==> config.mk <==
export PLATFORM = sky130hd
export DESIGN_NAME = pool_fmap_stream_reader
export DESIGN_NICKNAME = d
export VERILOG_FILES = /design/src/rtl/cnn_stream_pkg.sv /design/src/rtl/fmap_index_counter.sv /design/src/rtl/pool_fmap_stream_reader.sv
export SDC_FILE = /design/constraint.sdc
export NUM_CORES = 1
export LEC_CHECK = 0
export CAP_MARGIN = 0
export CORE_MARGIN = 4
export CORE_UTILIZATION = 47
export DETAILED_ROUTE_END_ITERATION = 7
export PLACE_DENSITY = 0.79
export SETUP_SLACK_MARGIN = 0.4
export SYNTH_ARGS = -nofsm -noshare
export SYNTH_HDL_FRONTEND = slang
export SYNTH_SLANG_ARGS = --single-unit
==> constraint.sdc <==
create_clock -name clk -period 2.7 [get_ports clk]
set_input_delay 0.54 -clock clk [delete_from_list [all_inputs] [get_ports clk]]
set_output_delay 0.54 -clock clk [all_outputs]
set_load 0.03 [all_outputs]
==> src/rtl/cnn_stream_pkg.sv <==
// Shared types and layer constants for the MNIST stream readers.
// Readers that walk a layer's output buffer import this package.
package cnn_stream_pkg;

  typedef enum logic [2:0] {
    IDLE,
    LAUNCH,
    WAIT_SRC,
    ISSUE,
    WAIT_RD,
    CAPTURE,
    OUT,
    DONE
  } reader_state_e;

  localparam int POOL1_CH    = 32;
  localparam int POOL1_H     = 13;
  localparam int POOL1_W     = 13;
  localparam int POOL1_BYTES = POOL1_CH * POOL1_H * POOL1_W;

  // Counter width for a 0..bound-1 range; never collapses to zero bits.
  function automatic int cnt_w(input int bound);
    return (bound > 1) ? $clog2(bound) : 1;
  endfunction

endpackage

==> src/rtl/fmap_index_counter.sv <==
// Channel/row/column walker with a matching linear element index.
// Raises ch_last on the final element of a channel and frame_last on the final element overall.
module fmap_index_counter
  import cnn_stream_pkg::*;
#(
  parameter int CHANNELS = POOL1_CH,
  parameter int HEIGHT   = POOL1_H,
  parameter int WIDTH    = POOL1_W,
  parameter int LIN_W    = cnt_w(CHANNELS * HEIGHT * WIDTH)
) (
  input  logic             clk,
  input  logic             resetn,
  input  logic             clear,
  input  logic             advance,
  output logic [LIN_W-1:0] lin,
  output logic             ch_last,
  output logic             frame_last
);

  localparam int CH_W  = cnt_w(CHANNELS);
  localparam int ROW_W = cnt_w(HEIGHT);
  localparam int COL_W = cnt_w(WIDTH);

  localparam logic [CH_W-1:0]  CH_MAX  = CH_W'(CHANNELS - 1);
  localparam logic [ROW_W-1:0] ROW_MAX = ROW_W'(HEIGHT - 1);
  localparam logic [COL_W-1:0] COL_MAX = COL_W'(WIDTH - 1);

  logic [CH_W-1:0]  ch;
  logic [ROW_W-1:0] row;
  logic [COL_W-1:0] col;

  always_ff @(posedge clk or negedge resetn) begin
    if (!resetn) begin
      ch  <= '0;
      row <= '0;
      col <= '0;
      lin <= '0;
    end else if (clear) begin
      ch  <= '0;
      row <= '0;
      col <= '0;
      lin <= '0;
    end else if (advance) begin
      lin <= lin + LIN_W'(1);
      if (col == COL_MAX) begin
        col <= '0;
        if (row == ROW_MAX) begin
          row <= '0;
          ch  <= (ch == CH_MAX) ? '0 : ch + CH_W'(1);
        end else begin
          row <= row + ROW_W'(1);
        end
      end else begin
        col <= col + COL_W'(1);
      end
    end
  end

  assign ch_last    = (row == ROW_MAX) && (col == COL_MAX);
  assign frame_last = ch_last && (ch == CH_MAX);

endmodule

==> src/rtl/pool_fmap_stream_reader.sv <==
// Launches the pool layer, then streams its pooled feature map byte by byte in ch/row/col order.
// Stream handshake: a byte transfers on a rising clk edge where m_valid && m_ready; while m_valid is high and m_ready low, m_data/m_ch_last/m_last are held stable.
module pool_fmap_stream_reader
  import cnn_stream_pkg::*;
#(
  parameter int CHANNELS = POOL1_CH,
  parameter int HEIGHT   = POOL1_H,
  parameter int WIDTH    = POOL1_W,
  parameter int ADDR_W   = 32
) (
  input  logic              clk,
  input  logic              resetn,
  input  logic              start,
  output logic              src_start,
  input  logic              src_done,
  output logic [ADDR_W-1:0] src_addr,
  input  logic [7:0]        src_data,
  output logic [7:0]        m_data,
  output logic              m_valid,
  input  logic              m_ready,
  output logic              m_ch_last,
  output logic              m_last,
  output logic              busy,
  output logic              done,
  output reader_state_e     dbg_state
);

  localparam int LIN_W = cnt_w(CHANNELS * HEIGHT * WIDTH);

  reader_state_e    state_q, state_d;
  logic             cnt_clear, cnt_advance, capture, handshake;
  logic [LIN_W-1:0] lin;
  logic             ch_last, frame_last;

  fmap_index_counter #(
    .CHANNELS (CHANNELS),
    .HEIGHT   (HEIGHT),
    .WIDTH    (WIDTH),
    .LIN_W    (LIN_W)
  ) u_index (
    .clk        (clk),
    .resetn     (resetn),
    .clear      (cnt_clear),
    .advance    (cnt_advance),
    .lin        (lin),
    .ch_last    (ch_last),
    .frame_last (frame_last)
  );

  // The linear index is the byte address; it only moves on a handshake, so it stays fixed from ISSUE to CAPTURE.
  assign src_addr  = ADDR_W'(lin);
  assign dbg_state = state_q;

  always_ff @(posedge clk or negedge resetn) begin
    if (!resetn) state_q <= IDLE;
    else         state_q <= state_d;
  end

  always_comb begin
    state_d     = state_q;
    src_start   = 1'b0;
    busy        = 1'b1;
    done        = 1'b0;
    m_valid     = 1'b0;
    cnt_clear   = 1'b0;
    cnt_advance = 1'b0;
    capture     = 1'b0;
    handshake   = 1'b0;
    case (state_q)
      IDLE, DONE: begin
        busy = 1'b0;
        done = (state_q == DONE);
        if (start) begin
          cnt_clear = 1'b1;
          // A source that already finished is re-read without being relaunched.
          state_d   = src_done ? ISSUE : LAUNCH;
        end
      end
      LAUNCH: begin
        src_start = 1'b1;
        state_d   = WAIT_SRC;
      end
      WAIT_SRC: if (src_done) state_d = ISSUE;
      ISSUE:    state_d = WAIT_RD;
      WAIT_RD:  state_d = CAPTURE;
      CAPTURE: begin
        capture = 1'b1;
        state_d = OUT;
      end
      OUT: begin
        m_valid = 1'b1;
        if (m_ready) begin
          handshake = 1'b1;
          if (m_last) begin
            state_d = DONE;
          end else begin
            cnt_advance = 1'b1;
            state_d     = ISSUE;
          end
        end
      end
      default: state_d = IDLE;
    endcase
  end

  always_ff @(posedge clk or negedge resetn) begin
    if (!resetn) begin
      m_data    <= '0;
      m_ch_last <= 1'b0;
      m_last    <= 1'b0;
    end else if (capture) begin
      m_data    <= src_data;
      m_ch_last <= ch_last;
      m_last    <= frame_last;
    end else if (handshake) begin
      m_ch_last <= 1'b0;
      m_last    <= 1'b0;
    end
  end

endmodule
### M3 wires

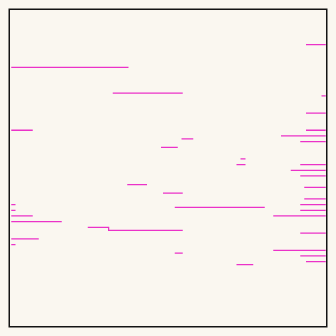
The wires run mostly horizontal. 32 nets have wire on it. The layer holds 6.0% of the routed length. The layer carries 252 µm of wire. The longest straight run is 27.6 µm.

### Cell density map

The die is cut into 8 by 8 equal tiles; white is low, dark blue is high, 0 to 100% covered.
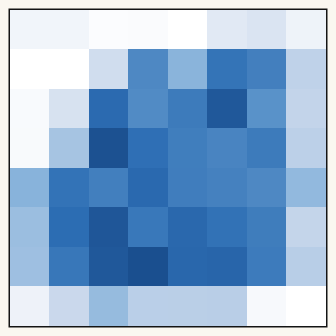
17% of the tiles are over 75% full. The emptiest ninth of the die: top left. The mean over all tiles is 46%.

==> per-layer routing <==
metal	vias up	global-route usage (%)
met5	-	0
met4	0	5.825
met3	7	4.139
met2	41	29.01
met1	815	20.37
li1	858	-
==> placed cells by master (no fill, tap or decap), drive strengths merged, types with 7 or more instances in the layout <==
| cell type | count |
|---|---|
| ha | 7 |
| buf | 7 |
| nand3 | 20 |
| o21ai | 9 |
| dfrtp | 39 |
| nand2 | 21 |
| inv | 9 |
| clkdlybuf4s50 | 37 |
| nor2 | 14 |
| mux2 | 8 |
| conb | 19 |
| a21oi | 13 |
==> flip-flops by register name (all words and copies together) (netlist names) <==
name and count:
m_last 1, u_index.row 4, m_data 8, u_index.lin 13, dbg_state 3, u_index.ch 5, u_index.col 4, m_ch_last 1
==> flow_metrics.env <==
# source this file to load flow results
export IMPL_outcome="finished, final reports clean"
export IMPL_clock_skew_ns=0.007622
export IMPL_sh_seq_area_pct=37.04
export IMPL_viasPerCell=5.312
export IMPL_maxCapViolCount=0
export IMPL_ys_flops=39
export IMPL_ys_cells=225
export IMPL_cts_setup_buffers=0
export IMPL_synthToLayoutAreaGrowth_pct=24.17
export IMPL_placedCellCount=317
export IMPL_yosys_top_cells_area="dfrtp_1 (46%), buf_4 (6.7%), nand3_1 (4.7%)"
export IMPL_dp_hpwl_mm=3.124
export IMPL_drt_pass1_iterations=4
export IMPL_grt_pass1_wl_mm=7.286
export IMPL_power_switching_uw=932.1
export IMPL_leakage_nw=1.169
export IMPL_max_stage_delay_ns=0.68
export IMPL_ys_top_logic_family="simple AND/OR/NAND/NOR gates"
export IMPL_maxPowerGroup="combinational cells"
export IMPL_hold_path_class="primary input to async pin"
export IMPL_num_nonclk_buffers=48
export IMPL_numPortBuffers=42
export IMPL_clock_path_buffers=2
export IMPL_swShare_pct=41.20
export IMPL_pg_clk_uw=392
export IMPL_r2r_start="dbg_state[0]"
export IMPL_tns_ns=0
export IMPL_rows=24
export IMPL_yosysTopAreaCellShare_pct=45.99
export IMPL_warning_count=28
export IMPL_drive_gt1_share_pct=9.191
export IMPL_chipArea_um2=5654
export IMPL_p_seq_share_pct=36.2
export IMPL_pin_count=62
export IMPL_comb_share_pct=38.46
export IMPL_r2r_cells=4
export IMPL_clock_area_share_pct=3.324
export IMPL_netlist_top_cells_count="dfrtp_1 (39), nand2_1 (21), nand3_1 (20)"
export IMPL_p_comb_share_pct=46.5
export IMPL_comb_area_um2=1013
export IMPL_critPathMaxFanout=9
export IMPL_clk_pin_slew_ns=0.07
export IMPL_ys_seq_share_pct=45.99
export IMPL_arrival_ns=1.66
export IMPL_ys_sh_aoi_pct=11.20
export IMPL_drt_initial_drc_count=77
